## config.mk

```make
export PLATFORM = sky130hd
export DESIGN_NAME = udp_reg_ring_master_flat
export DESIGN_NICKNAME = d
export VERILOG_FILES = /design/src/rtl/udp_reg_ring_master_if.sv /design/src/rtl/udp_reg_ring_master.sv /design/src/flat_wrapper.sv
export SDC_FILE = /design/constraint.sdc
export NUM_CORES = 1
export LEC_CHECK = 0
export ABC_AREA = 1
export CELL_PAD_IN_SITES_DETAIL_PLACEMENT = 1
export CELL_PAD_IN_SITES_GLOBAL_PLACEMENT = 1
export CORE_MARGIN = 2
export CORE_UTILIZATION = 33
export DETAILED_ROUTE_END_ITERATION = 12
export GPL_ROUTABILITY_DRIVEN = 1
export PLACE_DENSITY = 0.86
export SLEW_MARGIN = 20
export SYNTH_ARGS = -nofsm -noshare
export SYNTH_HDL_FRONTEND = slang
export SYNTH_SLANG_ARGS = --single-unit
```

## constraint.sdc

```tcl
create_clock -name clk -period 3.7 [get_ports clk]
set_input_delay 0.925 -clock clk [delete_from_list [all_inputs] [get_ports clk]]
set_output_delay 0.925 -clock clk [all_outputs]
set_load 0.005 [all_outputs]
```

## src/rtl/udp_reg_ring_master_if.sv

```systemverilog
// Register ring master bus bundle: the host core request/response signals,
// the frame launched onto the ring, the frame returning from the last slave,
// and the discard counter. The master modport is the ring master's own view;
// the slave modport is the view of the core and ring around it.
interface udp_reg_ring_master_if #(
    parameter int UDP_REG_SRC_WIDTH = 2,
    parameter int REG_ADDR_WIDTH    = 23,
    parameter int DATA_WIDTH        = 32
);
    // host core side
    logic                         core_reg_req;
    logic                         core_reg_rd_wr_L;
    logic [REG_ADDR_WIDTH-1:0]    core_reg_addr;
    logic [DATA_WIDTH-1:0]        core_reg_wr_data;
    logic                         core_reg_ack;
    logic [DATA_WIDTH-1:0]        core_reg_rd_data;
    logic [1:0]                   core_reg_status;
    logic                         core_reg_busy;

    // frame launched toward the first slave
    logic                         reg_req_out;
    logic                         reg_ack_out;
    logic                         reg_rd_wr_L_out;
    logic [REG_ADDR_WIDTH-1:0]    reg_addr_out;
    logic [DATA_WIDTH-1:0]        reg_data_out;
    logic [UDP_REG_SRC_WIDTH-1:0] reg_src_out;

    // frame returning from the last slave
    logic                         reg_req_in;
    logic                         reg_ack_in;
    logic                         reg_rd_wr_L_in;
    logic [REG_ADDR_WIDTH-1:0]    reg_addr_in;
    logic [DATA_WIDTH-1:0]        reg_data_in;
    logic [UDP_REG_SRC_WIDTH-1:0] reg_src_in;

    // count of returning frames that were thrown away
    logic [7:0]                   drop_count;

    modport master (
        input  core_reg_req,
        input  core_reg_rd_wr_L,
        input  core_reg_addr,
        input  core_reg_wr_data,
        output core_reg_ack,
        output core_reg_rd_data,
        output core_reg_status,
        output core_reg_busy,
        output reg_req_out,
        output reg_ack_out,
        output reg_rd_wr_L_out,
        output reg_addr_out,
        output reg_data_out,
        output reg_src_out,
        input  reg_req_in,
        input  reg_ack_in,
        input  reg_rd_wr_L_in,
        input  reg_addr_in,
        input  reg_data_in,
        input  reg_src_in,
        output drop_count
    );

    modport slave (
        output core_reg_req,
        output core_reg_rd_wr_L,
        output core_reg_addr,
        output core_reg_wr_data,
        input  core_reg_ack,
        input  core_reg_rd_data,
        input  core_reg_status,
        input  core_reg_busy,
        input  reg_req_out,
        input  reg_ack_out,
        input  reg_rd_wr_L_out,
        input  reg_addr_out,
        input  reg_data_out,
        input  reg_src_out,
        output reg_req_in,
        output reg_ack_in,
        output reg_rd_wr_L_in,
        output reg_addr_in,
        output reg_data_in,
        output reg_src_in,
        input  drop_count
    );
endinterface

```

## src/rtl/udp_reg_ring_master.sv

```systemverilog
// Register ring master: takes one register read or write from the host core,
// launches it as a single frame on the user-datapath register ring, waits for
// it to come back (or gives up after TIMEOUT cycles) and hands data and status
// back to the core. Any returning frame that is not the one being waited for
// is dropped and counted, which also closes the ring.
module udp_reg_ring_master #(
    parameter int UDP_REG_SRC_WIDTH = 2,
    parameter int SRC_ID            = 0,
    parameter int REG_ADDR_WIDTH    = 23,
    parameter int DATA_WIDTH        = 32,
    parameter int TIMEOUT           = 127
) (
    input  logic                   clk,
    input  logic                   reset_n,
    udp_reg_ring_master_if.master  bus
);

    typedef enum logic [1:0] {
        IDLE  = 2'd0,
        ISSUE = 2'd1,
        WAIT  = 2'd2,
        DONE  = 2'd3
    } state_t;

    // Completion status codes reported to the core.
    localparam logic [1:0] STATUS_OK      = 2'b00;
    localparam logic [1:0] STATUS_NOACK   = 2'b01;
    localparam logic [1:0] STATUS_TIMEOUT = 2'b10;

    // Timer holds 0..TIMEOUT; the last WAIT cycle sees TIMEOUT-1.
    localparam int TIMER_WIDTH = $clog2(TIMEOUT + 1);
    localparam logic [TIMER_WIDTH-1:0] TIMER_LAST = TIMER_WIDTH'(TIMEOUT - 1);

    localparam logic [UDP_REG_SRC_WIDTH-1:0] SRC_TAG = UDP_REG_SRC_WIDTH'(SRC_ID);

    // Filler data returned for failed accesses, fitted to the data width.
    localparam logic [DATA_WIDTH-1:0] BAD_DATA = DATA_WIDTH'(32'hDEADBEEF);

    state_t                    state;
    state_t                    state_next;

    logic [REG_ADDR_WIDTH-1:0] lat_addr;
    logic [DATA_WIDTH-1:0]     lat_wr_data;
    logic                      lat_rd_wr_L;

    logic [TIMER_WIDTH-1:0]    timer;

    logic [DATA_WIDTH-1:0]     resp_data;
    logic [1:0]                resp_status;

    logic [7:0]                drop_cnt;

    logic                      accept_req;
    logic                      ring_match;
    logic                      timed_out;
    logic                      drop_frame;
    logic                      is_issue;
    logic                      is_done;

    // The returning frame's address and direction are not needed: the source
    // tag alone identifies our frame since only one is ever in flight.
    logic                      unused_ring_in;
    assign unused_ring_in = ^{bus.reg_addr_in, bus.reg_rd_wr_L_in};

    // Event decode shared by the state machine and the datapath registers.
    assign accept_req = (state == IDLE) && bus.core_reg_req;
    assign ring_match = (state == WAIT) && bus.reg_req_in && (bus.reg_src_in == SRC_TAG);
    assign timed_out  = (state == WAIT) && !ring_match && (timer == TIMER_LAST);
    assign drop_frame = bus.reg_req_in && !ring_match;
    assign is_issue   = (state == ISSUE);
    assign is_done    = (state == DONE);

    // State register; reset returns to IDLE from anywhere.
    always_ff @(posedge clk or negedge reset_n) begin
        if (!reset_n) begin
            state <= IDLE;
        end else begin
            state <= state_next;
        end
    end

    // Next-state logic: ISSUE and DONE are single cycles, WAIT ends on a match or timeout.
    always_comb begin
        state_next = state;
        case (state)
            IDLE:    if (accept_req) state_next = ISSUE;
            ISSUE:   state_next = WAIT;
            WAIT:    if (ring_match || timed_out) state_next = DONE;
            DONE:    state_next = IDLE;
            default: state_next = IDLE;
        endcase
    end

    // Capture the request fields so the core may change its bus after the pulse.
    always_ff @(posedge clk or negedge reset_n) begin
        if (!reset_n) begin
            lat_addr    <= '0;
            lat_wr_data <= '0;
            lat_rd_wr_L <= 1'b0;
        end else if (accept_req) begin
            lat_addr    <= bus.core_reg_addr;
            lat_wr_data <= bus.core_reg_wr_data;
            lat_rd_wr_L <= bus.core_reg_rd_wr_L;
        end
    end

    // Wait timer: cleared while the frame is launched, counts every WAIT cycle.
    always_ff @(posedge clk or negedge reset_n) begin
        if (!reset_n) begin
            timer <= '0;
        end else if (is_issue) begin
            timer <= '0;
        end else if (state == WAIT) begin
            timer <= timer + 1'b1;
        end
    end

    // Response capture; a match takes priority over a timeout in the same cycle.
    always_ff @(posedge clk or negedge reset_n) begin
        if (!reset_n) begin
            resp_data   <= '0;
            resp_status <= STATUS_OK;
        end else if (ring_match) begin
            if (bus.reg_ack_in) begin
                resp_data   <= bus.reg_data_in;
                resp_status <= STATUS_OK;
            end else begin
                resp_data   <= BAD_DATA;
                resp_status <= STATUS_NOACK;
            end
        end else if (timed_out) begin
            resp_data   <= BAD_DATA;
            resp_status <= STATUS_TIMEOUT;
        end
    end

    // Saturating count of returning frames that are swallowed instead of forwarded.
    always_ff @(posedge clk or negedge reset_n) begin
        if (!reset_n) begin
            drop_cnt <= 8'd0;
        end else if (drop_frame && (drop_cnt != 8'hFF)) begin
            drop_cnt <= drop_cnt + 8'd1;
        end
    end

    // Ring outputs are live only in ISSUE so the ring sees exactly one frame;
    // reads carry zero data.
    assign bus.reg_req_out     = is_issue;
    assign bus.reg_ack_out     = 1'b0;
    assign bus.reg_rd_wr_L_out = is_issue && lat_rd_wr_L;
    assign bus.reg_addr_out    = is_issue ? lat_addr : '0;
    assign bus.reg_data_out    = (is_issue && !lat_rd_wr_L) ? lat_wr_data : '0;
    assign bus.reg_src_out     = is_issue ? SRC_TAG : '0;

    // Core outputs: data and status are presented only alongside the ack pulse.
    assign bus.core_reg_ack     = is_done;
    assign bus.core_reg_rd_data = is_done ? resp_data : '0;
    assign bus.core_reg_status  = is_done ? resp_status : 2'b00;
    assign bus.core_reg_busy    = (state != IDLE);
    assign bus.drop_count       = drop_cnt;

endmodule

```

## src/flat_wrapper.sv

```systemverilog
// flat-port wrapper written by rule: the top's interface ports become plain ports
module udp_reg_ring_master_flat 
#(
    parameter int UDP_REG_SRC_WIDTH = 2,
    parameter int SRC_ID            = 0,
    parameter int REG_ADDR_WIDTH    = 23,
    parameter int DATA_WIDTH        = 32,
    parameter int TIMEOUT           = 127
)
  (clk, reset_n, bus_core_reg_req, bus_core_reg_rd_wr_L, bus_core_reg_addr, bus_core_reg_wr_data, bus_core_reg_ack, bus_core_reg_rd_data, bus_core_reg_status, bus_core_reg_busy, bus_reg_req_out, bus_reg_ack_out, bus_reg_rd_wr_L_out, bus_reg_addr_out, bus_reg_data_out, bus_reg_src_out, bus_reg_req_in, bus_reg_ack_in, bus_reg_rd_wr_L_in, bus_reg_addr_in, bus_reg_data_in, bus_reg_src_in, bus_drop_count);
  udp_reg_ring_master_if #(.UDP_REG_SRC_WIDTH(UDP_REG_SRC_WIDTH), .REG_ADDR_WIDTH(REG_ADDR_WIDTH), .DATA_WIDTH(DATA_WIDTH)) bus_i ();
  input  logic clk;
  input  logic reset_n;
  input wire logic [$bits(bus_i.core_reg_req)-1:0] bus_core_reg_req;
  input wire logic [$bits(bus_i.core_reg_rd_wr_L)-1:0] bus_core_reg_rd_wr_L;
  input wire logic [$bits(bus_i.core_reg_addr)-1:0] bus_core_reg_addr;
  input wire logic [$bits(bus_i.core_reg_wr_data)-1:0] bus_core_reg_wr_data;
  output wire logic [$bits(bus_i.core_reg_ack)-1:0] bus_core_reg_ack;
  output wire logic [$bits(bus_i.core_reg_rd_data)-1:0] bus_core_reg_rd_data;
  output wire logic [$bits(bus_i.core_reg_status)-1:0] bus_core_reg_status;
  output wire logic [$bits(bus_i.core_reg_busy)-1:0] bus_core_reg_busy;
  output wire logic [$bits(bus_i.reg_req_out)-1:0] bus_reg_req_out;
  output wire logic [$bits(bus_i.reg_ack_out)-1:0] bus_reg_ack_out;
  output wire logic [$bits(bus_i.reg_rd_wr_L_out)-1:0] bus_reg_rd_wr_L_out;
  output wire logic [$bits(bus_i.reg_addr_out)-1:0] bus_reg_addr_out;
  output wire logic [$bits(bus_i.reg_data_out)-1:0] bus_reg_data_out;
  output wire logic [$bits(bus_i.reg_src_out)-1:0] bus_reg_src_out;
  input wire logic [$bits(bus_i.reg_req_in)-1:0] bus_reg_req_in;
  input wire logic [$bits(bus_i.reg_ack_in)-1:0] bus_reg_ack_in;
  input wire logic [$bits(bus_i.reg_rd_wr_L_in)-1:0] bus_reg_rd_wr_L_in;
  input wire logic [$bits(bus_i.reg_addr_in)-1:0] bus_reg_addr_in;
  input wire logic [$bits(bus_i.reg_data_in)-1:0] bus_reg_data_in;
  input wire logic [$bits(bus_i.reg_src_in)-1:0] bus_reg_src_in;
  output wire logic [$bits(bus_i.drop_count)-1:0] bus_drop_count;
  assign bus_i.core_reg_req = bus_core_reg_req;
  assign bus_i.core_reg_rd_wr_L = bus_core_reg_rd_wr_L;
  assign bus_i.core_reg_addr = bus_core_reg_addr;
  assign bus_i.core_reg_wr_data = bus_core_reg_wr_data;
  assign bus_core_reg_ack = bus_i.core_reg_ack;
  assign bus_core_reg_rd_data = bus_i.core_reg_rd_data;
  assign bus_core_reg_status = bus_i.core_reg_status;
  assign bus_core_reg_busy = bus_i.core_reg_busy;
  assign bus_reg_req_out = bus_i.reg_req_out;
  assign bus_reg_ack_out = bus_i.reg_ack_out;
  assign bus_reg_rd_wr_L_out = bus_i.reg_rd_wr_L_out;
  assign bus_reg_addr_out = bus_i.reg_addr_out;
  assign bus_reg_data_out = bus_i.reg_data_out;
  assign bus_reg_src_out = bus_i.reg_src_out;
  assign bus_i.reg_req_in = bus_reg_req_in;
  assign bus_i.reg_ack_in = bus_reg_ack_in;
  assign bus_i.reg_rd_wr_L_in = bus_reg_rd_wr_L_in;
  assign bus_i.reg_addr_in = bus_reg_addr_in;
  assign bus_i.reg_data_in = bus_reg_data_in;
  assign bus_i.reg_src_in = bus_reg_src_in;
  assign bus_drop_count = bus_i.drop_count;
  udp_reg_ring_master #(.UDP_REG_SRC_WIDTH(UDP_REG_SRC_WIDTH), .SRC_ID(SRC_ID), .REG_ADDR_WIDTH(REG_ADDR_WIDTH), .DATA_WIDTH(DATA_WIDTH), .TIMEOUT(TIMEOUT)) u_core (.clk(clk), .reset_n(reset_n), .bus(bus_i));
endmodule
```

Run 1, power grid:
Pins as bars on the die edge. Tap cells in gray.
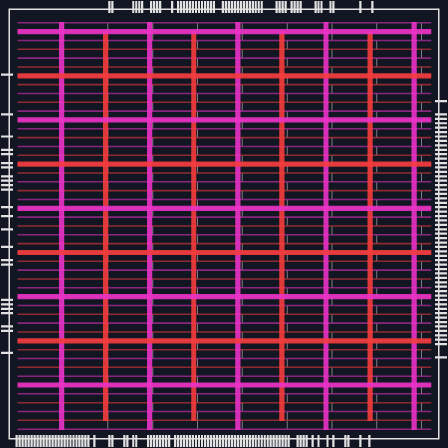
| color | net |
|---|---|
| magenta | VSS |
| red | VDD |
tap cells: 216
met1 rails: 47
die width: 132 um
Die Y-Extent: 132 um
Max rail drop VDD: 0.348 mV
area of the core: 15900 um2

Run 1, sequential cells colored by netlist name:
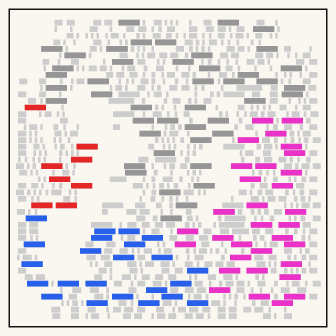
| color | netlist name | flops |
|---|---|---|
| magenta | u_core.lat_wr_data | 32 |
| red | u_core.bus.drop_count | 8 |
| blue | u_core.lat_addr | 23 |
not colored: 44

==> results.txt, run 1 <==
impl run done, here's what came out: Sink Count=107, number of OpenROAD warnings=55, area taken by multi-input logic gates=between 2000 and 2500 um2, worst path arrival time=2410 ps, fp_density=between 30% and 40%, TritonCTS Buffers=9, Slew @ Worst Pin=between 900 and 1000 ps, Final nets=~950, Mapped Avg Cell Area=between 8 and 9 um2, Top cells by area=dfrtp_1 50%, nand2_1 8.3%, inv_1 7.4%, gr usage total=17.1%, Post-CTS Resized=0, CTS clk-pin slew, worst paths=about 70 ps, EDFF count, synth=0, minimum clock period=roughly 3300 ps, cell taking the most area after synthesis=dfrtp_1, outcome=finished, final reports clean, Psw=1.86 mW, Cell Pwr Density=approximately 700 nW/um2, #FFs+latches synth=about 110, commonest register cell after synthesis=dfrtp_1, R2R Setup Slk=1680 ps, synth-to-layout area growth=45.5%, DR vias/cell=4.45, Worst setup SP type=flop, maximum fanout along the worst path=32, Mapped Area=between 5000 and 6000 um2, Worst Setup End Kind=output pin, hold_buf cts=0, layout cell share with drive strength beyond 1=around 14%, Post-synth ARST share=100%, worst relative slew slack=between 30 and 40%, CTS H-tree lvls=3, Clock power frac=between 20 and 25%, Largest delay share family, worst path=buffers and inverters, DR iter-0 viols=around 160, number of port buffers=~200, synthesis area per yosys=~5400 um2, Area leader share=slightly below 50%, timing-limited maximum frequency=approximately 0.3 GHz, FF+latch area=~2700 um2, Setup TNS=0 ps, Hold Path Cell Cnt=2, number of global-route vias before repair=4865, WHS=501 ps, end of the worst hold path=u_core.resp_data[22], period utilization=90.0%, busiest grt layer=met2, post-CTS setup buffers=0, Setup violations, final=0, worst r2r src=u_core.state[0], Worst Path Buf+Inv=4, # DRC=0, most frequent cell after synthesis=nand2_1, antenna viol nets, final=0
Run 1, placement by cell class:
The bar under the picture is 50 um long.
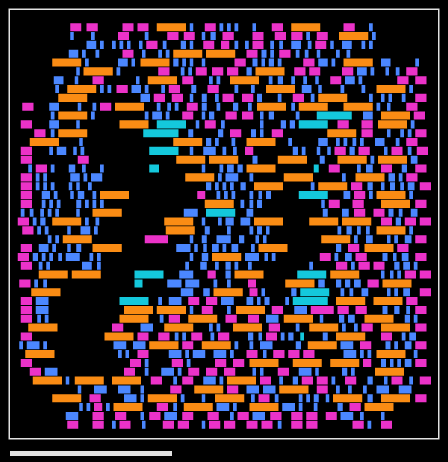
| color | class | cells | share of their area |
|---|---|---|---|
| cyan | clock drivers and dummy loads | 16 | 4.5% |
| blue | remaining logic cells | 497 | 33% |
| magenta | remaining buffers and delay cells | 204 | 27% |
| orange | registers | 107 | 35% |
Rows: 46
final core utilization: 49.2%

## run 1: power by group through the flow
stage	logic, mW	clock network, mW	registers (mW)
after floorplan	1.37	0	1.86
after global placement	2.40	0	1.90
after detailed placement	2.49	0	1.94
after CTS	2.50	1.15	1.91
after global routing	2.72	1.19	1.97
final	2.44	1.11	1.91
## run 1: area by class of cell
class                           count  share of cell area, %
Timing Repair Buffer              204                   26.1
Sequential cell                   107                   34.2
Tap cell                          216                   3.45
Inverter                          109                   5.22
Clock inverter                      6                   1.42
Multi-Input combinational cell    388                   26.8
Clock buffer                       10                   2.92
## run 1: flip-flops by register name, indices dropped and copies added (netlist names)
register	flops
u_core.lat_wr_data	32
u_core.resp_data	32
u_core.lat_addr	23
u_core.bus.drop_count	8
u_core.timer	7
u_core.resp_status	2
u_core.state	2
u_core.lat_rd_wr_L	1
## run 1: cells in the final DEF, fill, tap and decap left out, drive strengths merged
master and instances:
a21oi 60, buf 10, bufinv 3, clkbuf 10
clkdlybuf4s50 194, clkinv 1, clkinvlp 1, conb 3
dfrtp 107, ha 8, inv 110, mux2 24
nand2 123, nand3 26, nand3b 1, nand4 1
nor2 127, nor3 1, nor3b 1, o21ai 5
o22ai 1, or2 3, xnor2 2, xor2 2
## run 1: metrics by stage
stage	setup slack [ps]	area, um2
after CTS	335	7840
after global routing	196	7840
after floorplan	1360	5400
after detailed placement	721	7500
final	369	7840
after global placement	775	7500
## run 1: logic make-up (layout without fill, tap and decap cells)
kind of cell | after synthesis | in the layout | synth area share [%]
xor gates and xnor gates | 4 | 4 | 0.650
muxes | 24 | 24 | 5.02
AOI/OAI and AO/OA | 66 | 66 | 7.62
buffers and inverters | 144 | 329 | 11.5
and+or+nand+nor | 283 | 283 | 23.5
other | 1 | 3 | 0.0696
DFF | 107 | 107 | 49.7
adders and majority gates | 8 | 8 | 1.86
## run 1: tightest hold or removal path: cells and delay by family, from the launching register on
family	cells	cell delay (ps)
DFF	1	340
and+or+nand+nor	2	120
## run 1: metal layers
metal  up-vias  share of wire (%)
met5         -                  0
met4         0                2.2
met3        22                3.0
met1      2233                 42
met2       103                 53
li1       2273                  -
## run 1: how the worst max path moves through the flow
stage / startpoint / to / slack [ps] / cells after the start
finish: u_core.state[1] / bus_reg_data_out[16] / 370 / 7
global route: u_core.state[1] / bus_reg_data_out[18] / 200 / 7
CTS: u_core.state[1] / bus_reg_data_out[16] / 340 / 7
detailed placement: u_core.state[1] / bus_reg_data_out[16] / 720 / 7
global placement: u_core.state[1] / bus_reg_data_out[20] / 780 / 7
floorplan: u_core.state[1] / bus_reg_data_out[21] / 1360 / 8
Run 1, clock network drawn from the DEF:
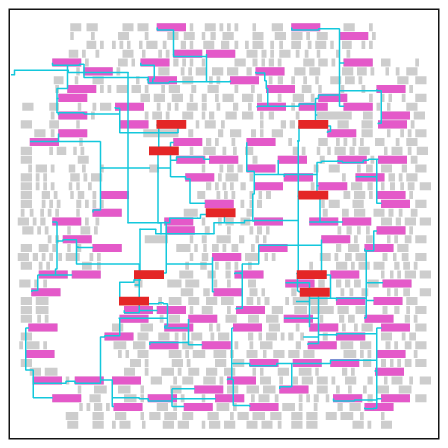

==> run 2, diff against run 1 <==
--- a/config.mk
+++ b/config.mk
@@ -6,7 +6,7 @@
 export NUM_CORES = 1
 export LEC_CHECK = 0
 export ABC_AREA = 1
-export CELL_PAD_IN_SITES_DETAIL_PLACEMENT = 1
+export CELL_PAD_IN_SITES_DETAIL_PLACEMENT = 0
 export CELL_PAD_IN_SITES_GLOBAL_PLACEMENT = 1
 export CORE_MARGIN = 2
 export CORE_UTILIZATION = 33
Run 2, clock network drawn from the DEF:
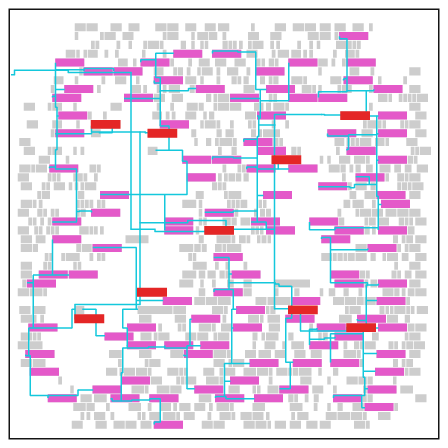
[magenta] flip-flops | count: 107
[red] clock-net drivers | count: 9
[cyan] clock wires | length: 1510 um
routed clock nets: 10
flops lie: all over the die

==> run 2 against run 1 <==
Effect of this change:
- clock-buffer cell count stayed put
- clock skew down 6.7 ps
- die area stayed put
- worst hold slack better by 5.3 ps
- critical endpoint is now bus_reg_data_out[5]
- non-clock buffer count unchanged
- global-route usage down 1.9 points
==> results.txt, run 2 <==
impl run done, here's what came out: worst relative slew slack=39.8% (was 38.9%), post-CTS setup buffers=0 (unchanged), Clock Latency Late Sink=350 ps (was 340 ps), synthesis area per yosys=5390 um2 (unchanged), synthesized netlist cell count=637 (unchanged), maximum fanout along the worst path=32 (unchanged), worst path arrival time=2380 ps (was 2410 ps), CTS clk-pin slew, worst paths=80 ps (was 70 ps), Cell Pwr Density=681 nW/um2 (was 696 nW/um2), Regs by FF count=u_core.lat_wr_data (32), u_core.resp_data (32), u_core.lat_addr (23) (unchanged), final instance area=7810 um2 (was 7840 um2), end of the worst hold path=u_core.resp_data[29] (was u_core.resp_data[22]), hold violation total from the final report=0 (unchanged), placed cell area=7500 um2 (unchanged), Post-Synth Simple-Gate Area=23.5% (unchanged), Mapped Area=5390 um2 (unchanged), pre-CTS setup slack=745 ps (was 721 ps), Reg2Reg Capture Point=u_core.lat_wr_data[0] (was u_core.bus.drop_count[7]), Worst Path Buf+Inv=4 (unchanged), yosys synthesis warning count=0 (unchanged), #FFs+latches synth=107 (unchanged), PnR worst setup slack=391 ps (was 369 ps), Worst setup SP type=flop (unchanged), yosys xor share=0.650% (unchanged), period utilization=89.4% (was 90.0%), hold_buf cts=0 (unchanged), number of global-route vias before repair=4225 (was 4865), commonest register cell after synthesis=dfrtp_1 (unchanged), most frequent logic cell in the layout=clkdlybuf4s50_1 (unchanged), Top cells by area=dfrtp_1 50%, nand2_1 8.3%, inv_1 7.4% (unchanged), minimum clock period=3310 ps (was 3330 ps), Die Y-Extent=132 um (unchanged), CTS H-tree lvls=3 (unchanged), timing-limited maximum frequency=0.302 GHz (was 0.300 GHz), Setup TNS=0 ps (unchanged), Post-synth ARST share=100% (unchanged), outcome=finished, final reports clean (unchanged), Final nets=946 (unchanged), synth-to-layout area growth=45.0% (was 45.5%), Rows=46 (unchanged), antenna viol nets, final=0 (unchanged), Hold Path Cell Cnt=2 (unchanged), max incr delay on CP=520 ps (about the same), DR iter-0 viols=169 (was 155), number of port buffers=195 (unchanged), Setup violations, final=0 (unchanged), Top logic family=simple AND/OR/NAND/NOR gates (unchanged), most frequent cell after synthesis=nand2_1 (unchanged), DP HPWL=9080 um (was 10700 um), area of the core=15900 um2 (unchanged), Largest delay share family, worst path=buffers and inverters (unchanged), Crit Path Class=flop to output pin (unchanged), WHS=506 ps (was 501 ps), EDFF count, synth=0 (unchanged), cell taking the most area after synthesis=dfrtp_1 (unchanged), Area leader share=49.7% (unchanged), DR vias/cell=4.31 (was 4.45), # DRC=0 (unchanged), Max rail drop VDD=0.306 mV (was 0.348 mV), Post-CTS Resized=0 (unchanged), LEAKAGE=3.86 nW (was 3.87 nW), R2R Setup Slk=1710 ps (was 1680 ps), mux share=5.02% (unchanged), TritonCTS Buffers=9 (unchanged), die width=132 um (unchanged), Worst Setup End Kind=output pin (unchanged), adder share=1.86% (unchanged), largest net degree at the start of global routing=51 (unchanged), gr usage total=15.2% (was 17.1%), fp_density=33.8% (unchanged), Final Skew=7.30 ps (was 14.0 ps), Mapped Avg Cell Area=8.46 um2 (unchanged), Slew @ Worst Pin=900 ps (was 913 ps), worst r2r src=u_core.state[0] (unchanged), Top cells excl fill/tap=194 x clkdlybuf4s50_1, 118 x nand2_1, 107 x dfrtp_1, 106 x inv_1, 95 x nor2_1 (unchanged), layout cell share with drive strength beyond 1=13.7% (was 13.8%), Complex Gates by Area=7.62% (unchanged), reg2reg path depth=6 (was 9), Sink Count=107 (unchanged), number of OpenROAD warnings=55 (unchanged), clock tree buffer depth=2 (unchanged), number of cells in the yosys synthesis report=637 (unchanged)
[run 2: worst max-delay path by stage]
stage | start | end | slack, ps | cells after the start
2_1_floorplan | u_core.state[1] | bus_reg_data_out[21] | 1360 | 8
3_3_place_gp | u_core.state[1] | bus_reg_data_out[20] | 780 | 7
6_report | u_core.state[1] | bus_reg_data_out[5] | 390 | 7
4_1_cts | u_core.state[1] | bus_reg_data_out[20] | 350 | 7
3_5_place_dp | u_core.state[1] | bus_reg_data_out[20] | 750 | 7
5_1_grt | u_core.state[1] | bus_reg_data_out[0] | 200 | 7
[run 2: per-stage QoR]
stage	total power, mW	util (%)
after floorplan	3.23	-
after global placement	4.30	47.0
after detailed placement	4.36	47.0
after CTS	5.43	49.0
after global routing	5.76	49.0
final	5.32	49.0
[run 2: metal layers]
layer	share of wire, %	up-vias	routed length (um)	track usage (%)
li1	-	2279	-	-
met1	45	2081	5740	19.1
met2	50	105	6340	25.7
met3	3.5	16	454	3.46
met4	2.1	0	263	5.43
met5	0	-	0	0
[run 2: cells by family after synthesis]
| group | Yosys count |
|---|---|
| muxes | 24 |
| buffers and inverters | 144 |
| xor gates and xnor gates | 4 |
| AOI/OAI and AO/OA | 66 |
| and+or+nand+nor | 283 |
| DFF | 107 |
| adders and majority gates | 8 |
| other | 1 |
[run 2: where the power goes]
part	leakage (nW)	switching [mW]	internal, mW
sequential	1.22	0.234	1.66
combinational	2.49	1.11	1.27
clock	0.154	0.446	0.597
total	3.86	1.79	3.53
[run 2: worst register-to-register path, stage by stage (launching register included)]
cell and delay (ps):
dfrtp_1 410, inv_1 100, ha_1 220, nand2_2 660, buf_4 340, nor2_1 60, a21oi_1 120
[run 2: layout make-up]
class / count / area [um2] / share of cell area (%)
clock buffers: 10 / 229 / 2.93
clock inverters: 5 / 86.3 / 1.11
inverters: 109 / 409 / 5.24
multi-input cells: 388 / 2100 / 26.9
flip-flops and latches: 107 / 2680 / 34.3
well taps: 216 / 270 / 3.46
repair buffers: 204 / 2040 / 26.1
==> run 3, diff against run 2 <==
--- a/config.mk
+++ b/config.mk
@@ -13,7 +13,9 @@
 export DETAILED_ROUTE_END_ITERATION = 12
 export GPL_ROUTABILITY_DRIVEN = 1
 export PLACE_DENSITY = 0.86
+export SKIP_CTS_REPAIR_TIMING = 1
 export SLEW_MARGIN = 20
 export SYNTH_ARGS = -nofsm -noshare
 export SYNTH_HDL_FRONTEND = slang
 export SYNTH_SLANG_ARGS = --single-unit
+export TNS_END_PERCENT = 10
Run 3, placement by cell class:
The bar under the picture is 50 um long.
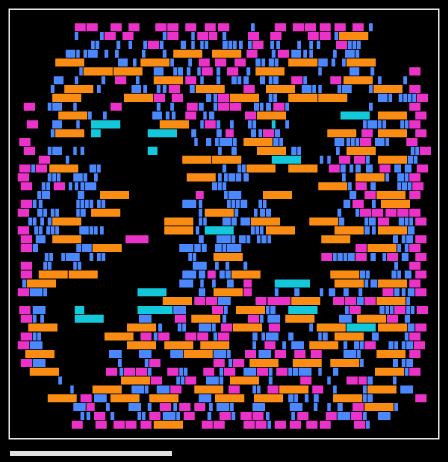
| color | class | cells | share of their area |
|---|---|---|---|
| orange | registers | 107 | 36% |
| blue | remaining logic cells | 497 | 33% |
| magenta | remaining buffers and delay cells | 204 | 27% |
| cyan | clock drivers and dummy loads | 15 | 4.2% |

==> run 3 against run 2 <==
Effect of this change:
- routed wire length stayed put
- utilization did not move
- worst hold slack stayed put
- critical path depth unchanged
- clock skew is the same
- sequential power hardly changed
- global-route usage stayed put
- non-clock buffer count is the same
- via count unchanged
==> results.txt, run 3 <==
impl run done, here's what came out: die width=132 um (unchanged), hold violation total from the final report=0 (unchanged), Worst Setup End Kind=output pin (unchanged), synthesized netlist cell count=637 (unchanged), # DRC=0 (unchanged), Regs by FF count=u_core.lat_wr_data (32), u_core.resp_data (32), u_core.lat_addr (23) (unchanged), FF+latch area=2680 um2 (unchanged), Rows=46 (unchanged), worst r2r src=u_core.state[0] (unchanged), outcome=finished, final reports clean (unchanged), EDFF count, synth=0 (unchanged), Hold Path Cell Cnt=2 (unchanged), final instance area=7810 um2 (unchanged), Final Skew=7.30 ps (unchanged), Final nets=946 (unchanged), Top cells excl fill/tap=194 x clkdlybuf4s50_1, 118 x nand2_1, 107 x dfrtp_1, 106 x inv_1, 95 x nor2_1 (unchanged), clock tree buffer depth=2 (unchanged), largest net degree at the start of global routing=51 (unchanged), number of port buffers=195 (unchanged), minimum clock period=3310 ps (unchanged), TritonCTS Buffers=9 (unchanged), area taken by multi-input logic gates=2100 um2 (unchanged), DR vias/cell=4.31 (unchanged), worst relative slew slack=39.8% (unchanged), DR iter-0 viols=169 (unchanged), Clock Latency Late Sink=350 ps (about the same), cell taking the most area after synthesis=dfrtp_1 (unchanged), Worst Path Buf+Inv=4 (unchanged), end of the worst hold path=u_core.resp_data[29] (unchanged), max incr delay on CP=520 ps (about the same), number of cells in the yosys synthesis report=637 (unchanged), timing-limited maximum frequency=0.302 GHz (unchanged), Setup violations, final=0 (unchanged), #FFs+latches synth=107 (unchanged), Power, Total=5.32 mW (unchanged), Post-synth ARST share=100% (unchanged), CTS clk-pin slew, worst paths=80 ps (about the same), antenna viol nets, final=0 (unchanged), Reg2Reg Capture Point=u_core.lat_wr_data[0] (unchanged), LEAKAGE=3.86 nW (unchanged), gr usage total=15.2% (unchanged), Slew @ Worst Pin=900 ps (unchanged), synthesis area per yosys=5390 um2 (unchanged), most frequent cell after synthesis=nand2_1 (unchanged), DP HPWL=9080 um (unchanged), area of the core=15900 um2 (unchanged), maximum fanout along the worst path=32 (unchanged), Top cells by area=dfrtp_1 50%, nand2_1 8.3%, inv_1 7.4% (unchanged), Max rail drop VDD=0.306 mV (unchanged), synth-to-layout area growth=45.0% (unchanged), worst path arrival time=2380 ps (about the same), Crit Path Class=flop to output pin (unchanged), Mapped Area=5390 um2 (unchanged), CTS H-tree lvls=3 (unchanged), Sink Count=107 (unchanged), Largest delay share family, worst path=buffers and inverters (unchanged), Worst setup SP type=flop (unchanged)
## run 3: kinds of logic (layout without fill, tap and decap cells)
group / after synthesis / after routing / synth area share (%)
AOI/OAI and AO/OA: 66 / 66 / 7.62
muxes: 24 / 24 / 5.02
adders and majority gates: 8 / 8 / 1.86
buffers and inverters: 144 / 328 / 11.5
and+or+nand+nor: 283 / 283 / 23.5
other: 1 / 3 / 0.0696
xor gates and xnor gates: 4 / 4 / 0.650
DFF: 107 / 107 / 49.7
## run 3: area by class of cell
type,count,share of cell area (%)
clock buffers,10,2.93
flip-flops and latches,107,34.3
multi-input cells,388,26.9
well taps,216,3.46
inverters,109,5.24
clock inverters,5,1.11
repair buffers,204,26.1
## run 3: how the worst max path moves through the flow
stage	startpoint	end	slack [ps]	cells after the start
finish	u_core.state[1]	bus_reg_data_out[5]	390	7
global route	u_core.state[1]	bus_reg_data_out[0]	200	7
CTS	u_core.state[1]	bus_reg_data_out[20]	350	7
detailed placement	u_core.state[1]	bus_reg_data_out[20]	750	7
global placement	u_core.state[1]	bus_reg_data_out[20]	780	7
floorplan	u_core.state[1]	bus_reg_data_out[21]	1360	8
## run 3: through the flow
step | hold WS (ps) | util [%] | worst slack [ps]
finish | 506 | 49.0 | 391
CTS | 510 | 49.0 | 349
detailed placement | 492 | 47.0 | 745
floorplan | 469 | - | 1360
global route | 518 | 49.0 | 196
global placement | 482 | 47.0 | 775
## run 3: metal layers
layer	share of wire, %	vias to the layer above	track usage, %
li1	-	2279	-
met1	45	2081	19.1
met2	50	105	25.7
met3	3.5	16	3.46
met4	2.1	0	5.43
met5	0	-	0
## run 3: power breakdown
part | switching (mW) | total [mW] | internal [mW]
registers | 0.234 | 1.90 | 1.66
logic | 1.11 | 2.38 | 1.27
clock network | 0.446 | 1.04 | 0.597
total | 1.79 | 5.32 | 3.53
## run 3: worst register-to-register path: cells and delay by family (launching register included)
family,cells,cell delay [ps]
adders and majority gates,1,220
and+or+nand+nor,2,720
buffers and inverters,2,440
AOI/OAI and AO/OA,1,120
DFF,1,410
Power figures rest on the tool's default switching activity, not on a simulated workload.
